--- config.mk ---
export PLATFORM = sky130hd
export DESIGN_NAME = instruction_fetch_stage
export DESIGN_NICKNAME = d
export VERILOG_FILES = /design/src/rtl/instruction_fetch_stage.sv
export SDC_FILE = /design/constraint.sdc
export NUM_CORES = 1
export LEC_CHECK = 0
export ABC_CLOCK_PERIOD_IN_PS = 5400
export CAP_MARGIN = 20
export CORE_MARGIN = 3
export CORE_UTILIZATION = 52
export DETAILED_ROUTE_END_ITERATION = 6
export PLACE_DENSITY = 0.88
export SYNTH_ARGS = -nofsm -noshare
export SYNTH_HDL_FRONTEND = slang
export SYNTH_SLANG_ARGS = --single-unit
--- constraint.sdc ---
create_clock -name clock -period 5.4 [get_ports clock]
set_clock_uncertainty 0.1 [all_clocks]
set_input_delay 1.08 -clock clock [delete_from_list [all_inputs] [get_ports clock]]
set_output_delay 1.08 -clock clock [all_outputs]
set_load 0.01 [all_outputs]
--- src/rtl/instruction_fetch_stage.sv ---
// instruction_fetch_stage: PC owner, in-order imem requester, prefetch FIFO
// feeding decode over valid/ready, with redirect squash of wrong-path fetches.
// Optional performance counters are built when IF_PERF_EN is defined.
module instruction_fetch_stage #(
    parameter logic [63:0] RESET_PC = 64'h0,
    parameter int unsigned DEPTH    = 2
) (
    input  logic        clock,
    input  logic        reset,
    output logic        imem_req_valid,
    input  logic        imem_req_ready,
    output logic [63:0] imem_req_addr,
    input  logic        imem_rsp_valid,
    input  logic [31:0] imem_rsp_data,
    input  logic        redirect_valid,
    input  logic [63:0] redirect_pc,
    output logic        if_valid,
    input  logic        if_ready,
    output logic [31:0] if_instruction,
    output logic [63:0] if_pc
`ifdef IF_PERF_EN
    ,
    output logic [31:0] perf_fetch_count,
    output logic [31:0] perf_bubble_count
`endif
);

    localparam int unsigned PW = (DEPTH > 1) ? $clog2(DEPTH) : 1;
    localparam int unsigned CW = $clog2(DEPTH + 1);
    localparam int unsigned SW = CW + 1;

    typedef enum logic [1:0] {
        ST_RST   = 2'd0,
        ST_FETCH = 2'd1,
        ST_FLUSH = 2'd2
    } state_e;

    state_e            state_q, state_d;
    logic [63:0]       fetch_pc_q, fetch_pc_d;
    logic [PW-1:0]     head_q, head_d;
    logic [PW-1:0]     tail_q, tail_d;
    logic [PW-1:0]     fill_q, fill_d;
    logic [CW-1:0]     filled_cnt_q, filled_cnt_d;
    logic [CW-1:0]     outst_q, outst_d;
    logic [CW-1:0]     stale_q, stale_d;

    logic [63:0]       slot_pc_q    [DEPTH];
    logic [31:0]       slot_instr_q [DEPTH];
    logic [DEPTH-1:0]  slot_filled_q;

    logic              pop;
    logic              accept;
    logic              rsp_fill;
    logic [SW-1:0]     demand;
    logic [CW-1:0]     outst_left;

    assign if_valid       = slot_filled_q[head_q];
    assign if_instruction = slot_instr_q[head_q];
    assign if_pc          = slot_pc_q[head_q];
    assign imem_req_addr  = fetch_pc_q;

    // Next-state, request issue and FIFO bookkeeping.
    always_comb begin
        state_d        = state_q;
        fetch_pc_d     = fetch_pc_q;
        head_d         = head_q;
        tail_d         = tail_q;
        fill_d         = fill_q;
        filled_cnt_d   = filled_cnt_q;
        outst_d        = outst_q;
        stale_d        = stale_q;
        imem_req_valid = 1'b0;

        pop      = if_valid && if_ready;
        rsp_fill = imem_rsp_valid && (state_q == ST_FETCH) && !redirect_valid;
        // A slot popped this cycle is free at the same edge, so it counts as credit.
        demand   = SW'(outst_q) + SW'(filled_cnt_q) - SW'(pop);
        outst_left = outst_q - CW'(imem_rsp_valid);

        if (state_q == ST_FETCH) begin
            imem_req_valid = (demand < SW'(DEPTH)) && !redirect_valid;
        end
        accept = imem_req_valid && imem_req_ready;

        case (state_q)
            ST_RST: begin
                state_d = ST_FETCH;
            end
            ST_FETCH: begin
                if (redirect_valid && (outst_left != '0)) begin
                    state_d = ST_FLUSH;
                    stale_d = outst_left;
                end
            end
            ST_FLUSH: begin
                if (imem_rsp_valid && (stale_q != '0)) begin
                    stale_d = stale_q - CW'(1);
                    if (stale_q == CW'(1)) begin
                        state_d = ST_FETCH;
                    end
                end
            end
            default: begin
                state_d = ST_RST;
            end
        endcase

        if (redirect_valid) begin
            // Every in-flight request becomes stale; only stale_q tracks them now.
            fetch_pc_d   = redirect_pc & ~64'h3;
            head_d       = '0;
            tail_d       = '0;
            fill_d       = '0;
            filled_cnt_d = '0;
            outst_d      = '0;
        end else begin
            if (accept) begin
                fetch_pc_d = fetch_pc_q + 64'd4;
                tail_d     = tail_q + PW'(1);
            end
            if (pop) begin
                head_d = head_q + PW'(1);
            end
            if (rsp_fill) begin
                fill_d = fill_q + PW'(1);
            end
            filled_cnt_d = filled_cnt_q + CW'(rsp_fill) - CW'(pop);
            outst_d      = outst_q + CW'(accept) - CW'(rsp_fill);
        end
    end

    // Control state registers.
    always_ff @(posedge clock or negedge reset) begin
        if (!reset) begin
            state_q      <= ST_RST;
            fetch_pc_q   <= RESET_PC;
            head_q       <= '0;
            tail_q       <= '0;
            fill_q       <= '0;
            filled_cnt_q <= '0;
            outst_q      <= '0;
            stale_q      <= '0;
        end else begin
            state_q      <= state_d;
            fetch_pc_q   <= fetch_pc_d;
            head_q       <= head_d;
            tail_q       <= tail_d;
            fill_q       <= fill_d;
            filled_cnt_q <= filled_cnt_d;
            outst_q      <= outst_d;
            stale_q      <= stale_d;
        end
    end

    // Prefetch slots: allocate on accept, fill on response, clear on pop/redirect.
    always_ff @(posedge clock or negedge reset) begin
        if (!reset) begin
            slot_pc_q     <= '{default: '0};
            slot_instr_q  <= '{default: '0};
            slot_filled_q <= '0;
        end else if (redirect_valid) begin
            slot_filled_q <= '0;
        end else begin
            if (pop) begin
                slot_filled_q[head_q] <= 1'b0;
            end
            if (rsp_fill) begin
                slot_filled_q[fill_q] <= 1'b1;
                slot_instr_q[fill_q]  <= imem_rsp_data;
            end
            if (accept) begin
                slot_pc_q[tail_q]     <= fetch_pc_q;
                slot_filled_q[tail_q] <= 1'b0;
            end
        end
    end

`ifdef IF_PERF_EN
    logic [31:0] perf_fetch_q;
    logic [31:0] perf_bubble_q;

    assign perf_fetch_count  = perf_fetch_q;
    assign perf_bubble_count = perf_bubble_q;

    // Transfer and empty-cycle counters; both wrap.
    always_ff @(posedge clock or negedge reset) begin
        if (!reset) begin
            perf_fetch_q  <= '0;
            perf_bubble_q <= '0;
        end else begin
            if (pop) begin
                perf_fetch_q <= perf_fetch_q + 32'd1;
            end
            if ((state_q != ST_RST) && !if_valid) begin
                perf_bubble_q <= perf_bubble_q + 32'd1;
            end
        end
    end
`endif

endmodule

==> GITHUB_STEP_SUMMARY, run 1 <==
### Flow metrics

| Metric | Value |
|---|---|
| Core Region | `24680 um2` |
| Worst R2R End | `imem_req_addr[32]$_DFFE_PN0P_` |
| Most frequent logic cell in the layout | `mux2_2` |
| Pwr/cell area | `485.9 nW/um2` |
| Main synth FF type | `dfrtp_1` |
| Cell Area, Synth | `13240 um2` |
| Total Routing Usage GR | `0.2546` |
| Cts hold-fix bufs | `0` |
| Layout area overhead | `27.72%` |
| Die span in x | `165.6 um` |
| Worst Setup End Kind | `output port` |
| Run status | `finished clean` |
| Leak | `7.225 nW` |
| DRC | `0` |
| Post-synth area from yosys stat | `13240 um2` |
| Hold Crit Start | `slot_pc_q[41]$_DFFE_PN0P_` |
| Unique cell types | `72` |
| Critical path class | `input pin to output port` |
| CTS root buf | `clkbuf_16` |
| Max-slew headroom | `0.3116` |
| Worst slack, placed | `0.5518 ns` |
| Synth Warn # | `0` |
| Antenna violations before repair | `4` |
| RSZ-0062 raised after global routing | `no` |
| Worst EP arrival | `3.63 ns` |
| Fraction of registers with async set/reset | `1.000` |
| Chip Area | `27410 um2` |
| Via density | `5.975` |
| Util after Layout | `0.6852` |
| Synth Area per Inst | `11.84 um2` |
| TritonCTS clock tree | `built` |
| Longest Clk Path Bufs | `3` |
| Die height | `165.6 um` |
| Worst hold path class | `flop to flop` |
| # port buffers | `257` |
| Pre-antenna DRT Iters | `6` |
| Worst VDD drop | `0.0002857 V` |
| Yosys stat cell total | `1118` |
| R2r worst-path depth | `12` |
| Final ANT Viol Nets | `0` |
| Wire per inst | `21.07 um` |
| Fin nets | `1452` |
| Setup tns final | `0 ns` |
| Setup-failing EPs final | `0` |
| Post-layout worst setup margin | `0.5891 ns` |
| Hold EP | `slot_pc_q[41]$_DFFE_PN0P_` |
| Layout cells sized above 1 | `0.2676` |
| Mapped Cells | `1118` |
| Gpl congestion | `0.8359` |
| Finished Cell Area | `16910 um2` |
| Hold Fails Final Rpt | `0` |
| Period utilization | `0.8909` |
| Post-route insts no fill | `1687` |
| First-pass GRT wire length | `55590 um` |
| Tool warnings | `31` |
| WHS Path Cells | `2` |
| Flops after synth | `263` |
| Placed Cells | `1632` |
| CTS sink count | `263` |
| CP Launch Type | `input pin` |
| FP Util | `0.5365` |
| Worst Tran Pin Value | `1.030 ns` |
| Post-CTS Resized | `0` |
| Tmin final | `4.811 ns` |
| H-tree Lvls | `1` |
| Largest net degree at the start of global routing | `122` |
| EDFF count, synth | `0` |
| R2R setup slack | `1.04 ns` |
| Synth Seq Share | `0.4971` |
| Total Wirelength | `35540 um` |
| Hpwl dp | `24170 um` |
| Max-slew violations | `0` |
| Post-CTS setup buffer count | `0` |
| Most numerous logic cells after layout | `276 x mux2_2, 262 x dfrtp_1, 255 x clkdlybuf4s50_1` |
| CP Max Fanout | `5` |
| Vias in the first global route | `10230` |
| Worst endpoint required time | `4.22 ns` |
| DR iter-0 viols | `783` |
| Reg2reg start | `head_q$_DFFE_PN0P_` |
| Clock transition at path regs | `0.06 ns` |
| FMAX | `207.9 MHz` |
| Max-Cap Viols | `0` |
| CTS Buf Count | `28` |
| Placed cell area | `15960 um2` |
| Gr ovfl total | `0` |
| # IOs | `264` |
run 1: report_power, final:
group          leakage [nW]  internal [mW]  switching, mW
combinational          3.45           1.86           1.26
clock                 0.455           1.14          0.769
sequential             3.32           2.63          0.557
run 1: layer usage:
layer	GRT usage	vias to the layer above	part of all wire	routed length, um
li1	-	4573	-	-
met5	0	-	0.00037	13
met2	0.4258	394	0.48	17130
met1	0.3266	5043	0.40	14390
met3	0.06885	68	0.084	2976
met4	0.07335	2	0.029	1024
run 1: cell usage after synthesis (all sizes together), types with 7 or more instances:
cell type / n / area (um2)
and3: 15 / 93.84
and2: 15 / 95.09
dfrtp: 263 / 6581
nand2: 97 / 364.1
a221o: 11 / 110.1
a21o: 7 / 52.55
o311ai: 11 / 96.34
mux2i: 11 / 110.1
buf: 37 / 219.0
nor3: 22 / 110.1
nand4: 30 / 217.7
mux2: 277 / 3123
clkbuf: 41 / 181.4
ha: 10 / 125.1
o21ai: 34 / 170.2
nor2: 33 / 123.9
a31oi: 11 / 68.82
inv: 16 / 60.06
nand3: 36 / 185.2
xnor2: 10 / 87.58
o211ai: 14 / 105.1
a21oi: 15 / 75.07
or4: 15 / 121.4
nor4: 16 / 161.4
run 1: metrics by stage:
stage	power [mW]	hold WS, ns
CTS	8.267	0.3798
global route	8.668	0.3973
finish	8.216	0.3763
global placement	6.163	0.3557
floorplan	4.806	0.3444
detailed placement	6.324	0.3643
run 1: flip-flops by register name (all words and copies together), names as in the netlist:
name           flops
slot_pc_q        124
tail_q             1
filled_cnt_q       2
state_q            2
fill_q             1
outst_q            2
slot_instr_q      64
imem_req_addr     62
slot_filled_q      2
stale_q            2
head_q             1
run 1: critical path, cell delays in order:
cell and delay, ns:
clkdlybuf4s50_1 0.55, and2_1 0.19, ha_1 0.23, nand2b_1 0.15
fa_1 0.49, and4bb_2 0.23, nor2b_1 0.13, clkdlybuf4s50_1 0.58
run 1: logic make-up (layout without fill, tap and decap cells):
| logic type | after synthesis | after routing | synth area share |
|---|---|---|---|
| AOI/OAI and AO/OA | 135 | 135 | 0.07258 |
| xor gates and xnor gates | 14 | 14 | 0.009261 |
| adders and majority gates | 11 | 11 | 0.01096 |
| buffers and inverters | 96 | 335 | 0.03620 |
| DFF | 263 | 263 | 0.4971 |
| muxes | 288 | 288 | 0.2442 |
| other | 1 | 7 | 0.0002833 |
| and+or+nand+nor | 310 | 310 | 0.1294 |
run 1: how the worst max path moves through the flow:
stage,startpoint,to,slack (ns),depth (start not counted)
floorplan,if_ready,outst_q[0]$_DFF_PN0_,1.30,14
finish,if_ready,imem_req_valid,0.59,8
global route,head_q$_DFFE_PN0P_,imem_req_valid,0.41,9
global placement,if_ready,imem_req_valid,0.65,8
CTS,head_q$_DFFE_PN0P_,imem_req_valid,0.56,9
detailed placement,if_ready,imem_req_addr[32]$_DFFE_PN0P_,0.55,11
run 1: final cells by class:
type	instances	area (um2)
well taps	324	405.4
clock inverters	9	97.59
inverters	16	60.06
multi-input cells	762	6216
clock buffers	42	824.5
repair buffers	268	2713
flip-flops and latches	263	6585
diodes	3	7.507
fillers	1809	7767
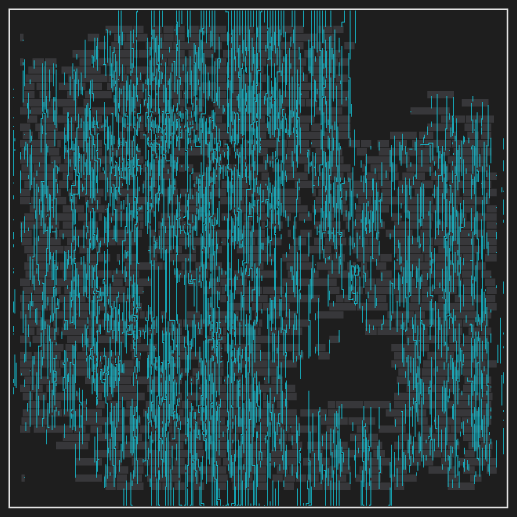
run_1/layer_met2.png
(3 px per um)
nets with wire on the layer	1317
main direction	vertical
wire length on this layer	17100 um
share of all routed wire	48%
met2 Resource Use GR: 0.4258
Vias: 10080

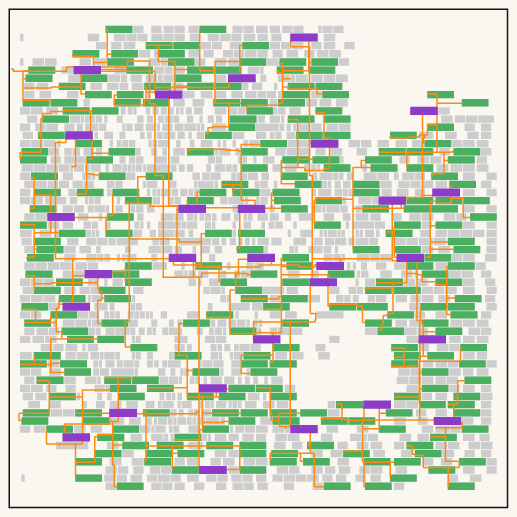
run_1/clk_routes.png
(3 px per um)
[clock wires] orange | length: 3220 um
[clock drivers] purple | count: 28
[flip-flops] green | count: 263
flops lie	spread over the die
routed clock nets	29

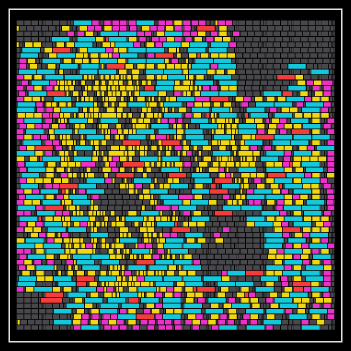
run_1/placement_by_type.png
(2 px per um) Fill, decap, tap and diode cells in gray.
class	color	cells
flops	cyan	263
clock drivers and dummy loads	red	51
other buffers and delay cells	magenta	268
combinational and other logic	yellow	778
sequential cell area share: 0.3894
row count: 57

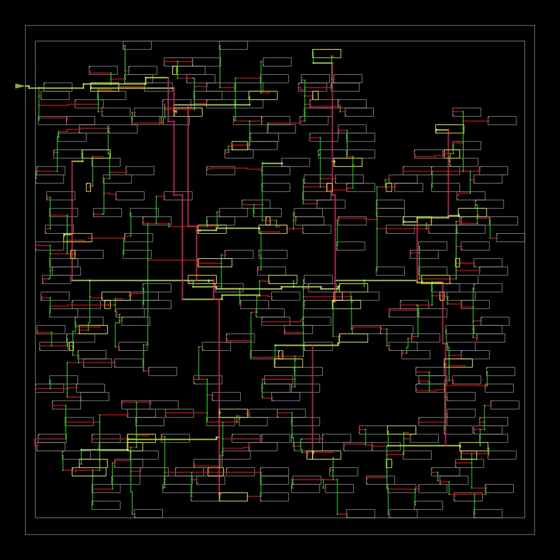
run_1/clocks.png
num sequential: 263
Latency at later pin: 0.55 ns

run_1/io_fan.png
(2 px per um)
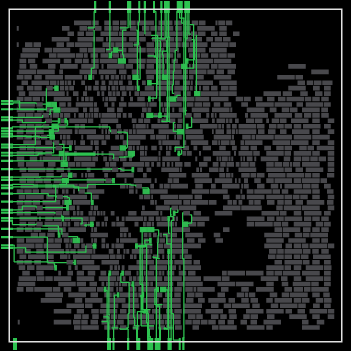

==> inputs of run 2 (changes only) <==
==> config.mk (replaced) <==
export PLATFORM = sky130hd
export DESIGN_NAME = instruction_fetch_stage
export DESIGN_NICKNAME = d
export VERILOG_FILES = /design/src/rtl/instruction_fetch_stage.sv
export SDC_FILE = /design/constraint.sdc
export NUM_CORES = 1
export LEC_CHECK = 0
export ABC_CLOCK_PERIOD_IN_PS = 5700
export CAP_MARGIN = 10
export CORE_MARGIN = 3
export CORE_UTILIZATION = 56
export DETAILED_ROUTE_END_ITERATION = 6
export PLACE_DENSITY = 0.94
export SYNTH_ARGS = -nofsm -noshare
export SYNTH_HDL_FRONTEND = slang
export SYNTH_SLANG_ARGS = --single-unit
==> constraint.sdc (replaced) <==
create_clock -name clock -period 5.7 [get_ports clock]
set_clock_uncertainty 0.1 [all_clocks]
set_input_delay 1.14 -clock clock [delete_from_list [all_inputs] [get_ports clock]]
set_output_delay 1.14 -clock clock [all_outputs]
set_load 0.01 [all_outputs]
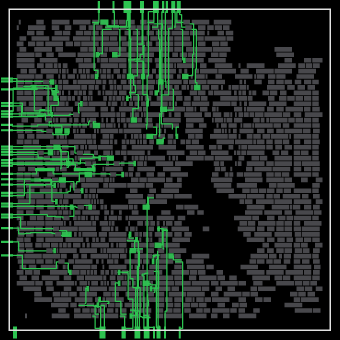
run_2/io_fan.png
(2 px per um)
port	color	bits	direction	edge	end cells	buffers	wire
`redirect_pc`	green	64	input	29 west, 18 south, 17 north	63	62	2600 um

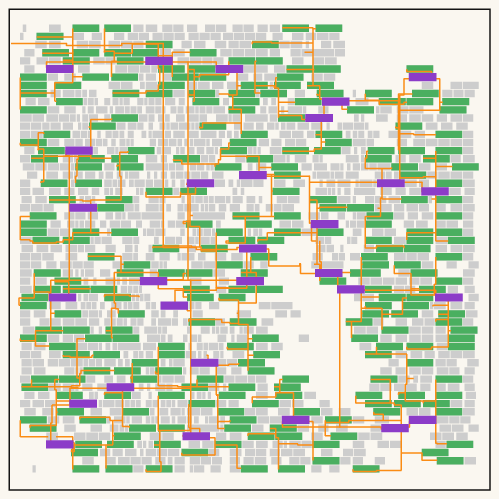
run_2/clk_routes.png
(3 px per um)
[clock drivers] purple | count: 29
[clock wires] orange | length: 3170 um
[flip-flops] green | count: 263
flops lie	spread over the die
clk pwr: 1.90 mW
Clk pwr share: 0.241

==> GITHUB_STEP_SUMMARY, run 2 <==
### Flow metrics

| Metric | Value |
|---|---|
| # port buffers | `257` |
| Chip Area | `25520 um2` |
| Met3 wire length | `3056 um` |
| Yosys stat cell total | `1118` |
| Most numerous logic cells after layout | `276 x mux2_2, 262 x dfrtp_1, 255 x clkdlybuf4s50_1` |
| Most used cell, CP | `clkdlybuf4s50_1` |
| Cell Area, Synth | `13240 um2` |
| Latency at later pin | `0.55 ns` |
| Gpl congestion | `0.8366` |
| Row count | `55` |
| Top cells by area | `dfrtp_1 50%, mux2_2 23%, nand2_1 2.8%, nand3_1 1.3%, nand4_1 1.3%` |
| Most frequent logic cell in the layout | `mux2_2` |
| Crit-path slowest cell | `clkdlybuf4s50_1` |
| Max-Cap Viols | `0` |
| Leading area contributor after synthesis | `dfrtp_1` |
| R2R setup slack | `1.57 ns` |
| CTS root buf | `clkbuf_16` |
| Tmin final | `4.918 ns` |
| CP bufs+invs | `2` |
| CP Max Fanout | `5` |
| Run status | `finished clean` |
| TritonCTS clock tree | `built` |
| Post-synth top cells | `276 x mux2_2, 263 x dfrtp_1, 97 x nand2_1` |
| Final hold slack | `0.3804 ns` |
| Worst endpoint required time | `4.46 ns` |
| Die span in x | `159.8 um` |
| Worst Setup End Kind | `output port` |
| Synth Warn # | `0` |
| CP Launch Type | `input pin` |
| Critical path class | `input pin to output port` |
| Hold Fails Final Rpt | `0` |
| Longest Clk Path Bufs | `3` |
| Cts hold-fix bufs | `0` |
| Max-slew violations | `0` |
| Peak per-stage delay on the critical path | `0.57 ns` |
| Main synth FF type | `dfrtp_1` |
| Fraction of registers with async set/reset | `1.000` |
| Vias | `10320` |
| Worst hold path class | `flop to flop` |
| M1 WL | `14580 um` |
| Final ANT Viol Nets | `0` |
| Via density | `6.160` |
| Storage element area | `6585 um2` |
| Antenna violations before repair | `5` |
| Metal2 WL | `18040 um` |
| Gr ovfl total | `0` |
| Period utilization | `0.8629` |
| Largest net degree at the start of global routing | `134` |
| Total Wirelength | `36730 um` |
| Unique cell types | `72` |
| First-pass GRT wire length | `58870 um` |
| Hpwl dp | `24280 um` |
| CP Cell Sequence | `clkdlybuf4s50_1 -> and2_1 -> ha_1 -> nand2b_1 -> fa_1 -> and4bb_2 -> nor2b_1 -> clkdlybuf4s50_1` |
| Fill cells | `1529` |
| Setup tns final | `0 ns` |
| Post-CTS setup buffer count | `0` |
| # IOs | `264` |
| Setup-failing EPs final | `0` |
| Worst EP arrival | `3.68 ns` |
| Largest register by flop count | `slot_pc_q` |
| Comb area | `6216 um2` |
| Max reg flops | `124` |
| Layout cells sized above 1 | `0.2664` |
| Crit path max-delay family | `buffers and inverters` |
| EDFF count, synth | `0` |
| Post-synth area from yosys stat | `13240 um2` |
| Total Routing Usage GR | `0.2810` |
| Util after Layout | `0.7372` |
| Post-CTS Resized | `0` |
| DR iter-0 viols | `956` |
| Die height | `159.8 um` |
| H-tree Lvls | `1` |
| Synth Seq Share | `0.4971` |
| Worst Tran Pin Value | `1.046 ns` |
| Vias in the first global route | `10670` |
| Layout area overhead | `27.60%` |
| FMAX | `203.3 MHz` |
| FP Util | `0.5777` |
| Synth Area per Inst | `11.84 um2` |
| Worst VDD drop | `0.0003191 V` |
| Clock transition at path regs | `0.06 ns` |
| Tool warnings | `31` |
| Top layer in use | `met5` |
| Max-slew headroom | `0.3029` |
| RSZ-0062 raised after global routing | `no` |
| DRC | `0` |
| Core Region | `22920 um2` |
| Mapped Cells | `1118` |
| Wire per inst | `21.93 um` |
| Fin nets | `1453` |
| Leak | `7.223 nW` |
| Yosys top cell area share | `0.4971` |
| Most numerous cell in the Yosys netlist | `mux2_2` |
| Pwr/cell area | `467.9 nW/um2` |
| Flops after synth | `263` |
| Pre-antenna DRT Iters | `5` |
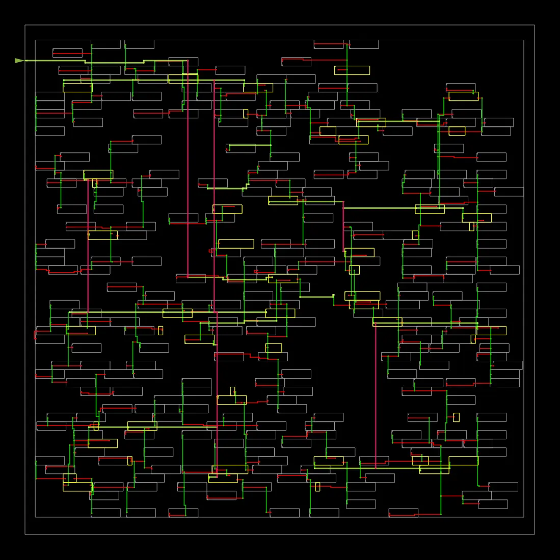
run_2/clocks.png
CTS sink count: 263
Clock Buffer Count: 42
CTS Buf Count: 29

-- run 2: final cells by class --
class | count | area share
well taps | 313 | 0.02318
repair buffers | 268 | 0.1579
clock buffers | 42 | 0.04822
clock inverters | 8 | 0.008888
diodes | 3 | 0.0004444
flip-flops and latches | 263 | 0.3898
inverters | 16 | 0.003555
multi-input cells | 762 | 0.3680
-- run 2: through the flow --
stage          total power [mW]  setup WS [ns]  instance area (um2)  instances
6_report                  7.904         0.7816                16890       1675
5_1_grt                   8.309         0.6870                16890       1675
4_1_cts                   7.938         0.7905                16880       1672
3_5_place_dp              5.998         0.8045                15920       1622
3_3_place_gp              5.831         0.8325                15920       1622
2_1_floorplan             4.553          1.541                13250       1121
-- run 2: worst paths after layout --
path | from | end | depth (start not counted)
max | if_ready | imem_req_valid | 8
min | slot_pc_q[41]$_DFFE_PN0P_ | slot_pc_q[41]$_DFFE_PN0P_ | 2
max reg2reg | head_q$_DFFE_PN0P_ | imem_req_addr[37]$_DFFE_PN0P_ | 12
min reg2reg | slot_pc_q[41]$_DFFE_PN0P_ | slot_pc_q[41]$_DFFE_PN0P_ | 2
max in group asynchronous | reset | head_q$_DFFE_PN0P_ | 2
min in group asynchronous | reset | slot_instr_q[14]$_DFFE_PN0P_ | 1
-- run 2: layer usage --
layer,vias to the layer above,GRT usage
met5,-,0
met4,4,0.08715
met3,65,0.06926
met2,511,0.4769
met1,5175,0.3570
li1,4563,-
-- run 2: logic make-up (layout without fill, tap and decap cells) --
kind of cell / count (synthesis) / in the layout / share of synthesized area
AOI/OAI and AO/OA: 135 / 135 / 0.07258
xor gates and xnor gates: 14 / 14 / 0.009261
adders and majority gates: 11 / 11 / 0.01096
buffers and inverters: 96 / 334 / 0.03620
DFF: 263 / 263 / 0.4971
muxes: 288 / 288 / 0.2442
other: 1 / 7 / 0.0002833
and+or+nand+nor: 310 / 310 / 0.1294
-- run 2: tightest hold or removal path: cells and delay by family, from the launching register on --
kind / cells / cell delay, ns
simple gates: 1 / 0.05
compound gates: 1 / 0.06
flops: 1 / 0.34
-- run 2: report_power, final --
group | switching [mW] | total, mW | internal [mW]
Clock | 0.734 | 1.90 | 1.17
Combinational | 1.22 | 2.97 | 1.75
Sequential | 0.544 | 3.04 | 2.49
No activity file was given, so power comes from the tool's default toggle rates.
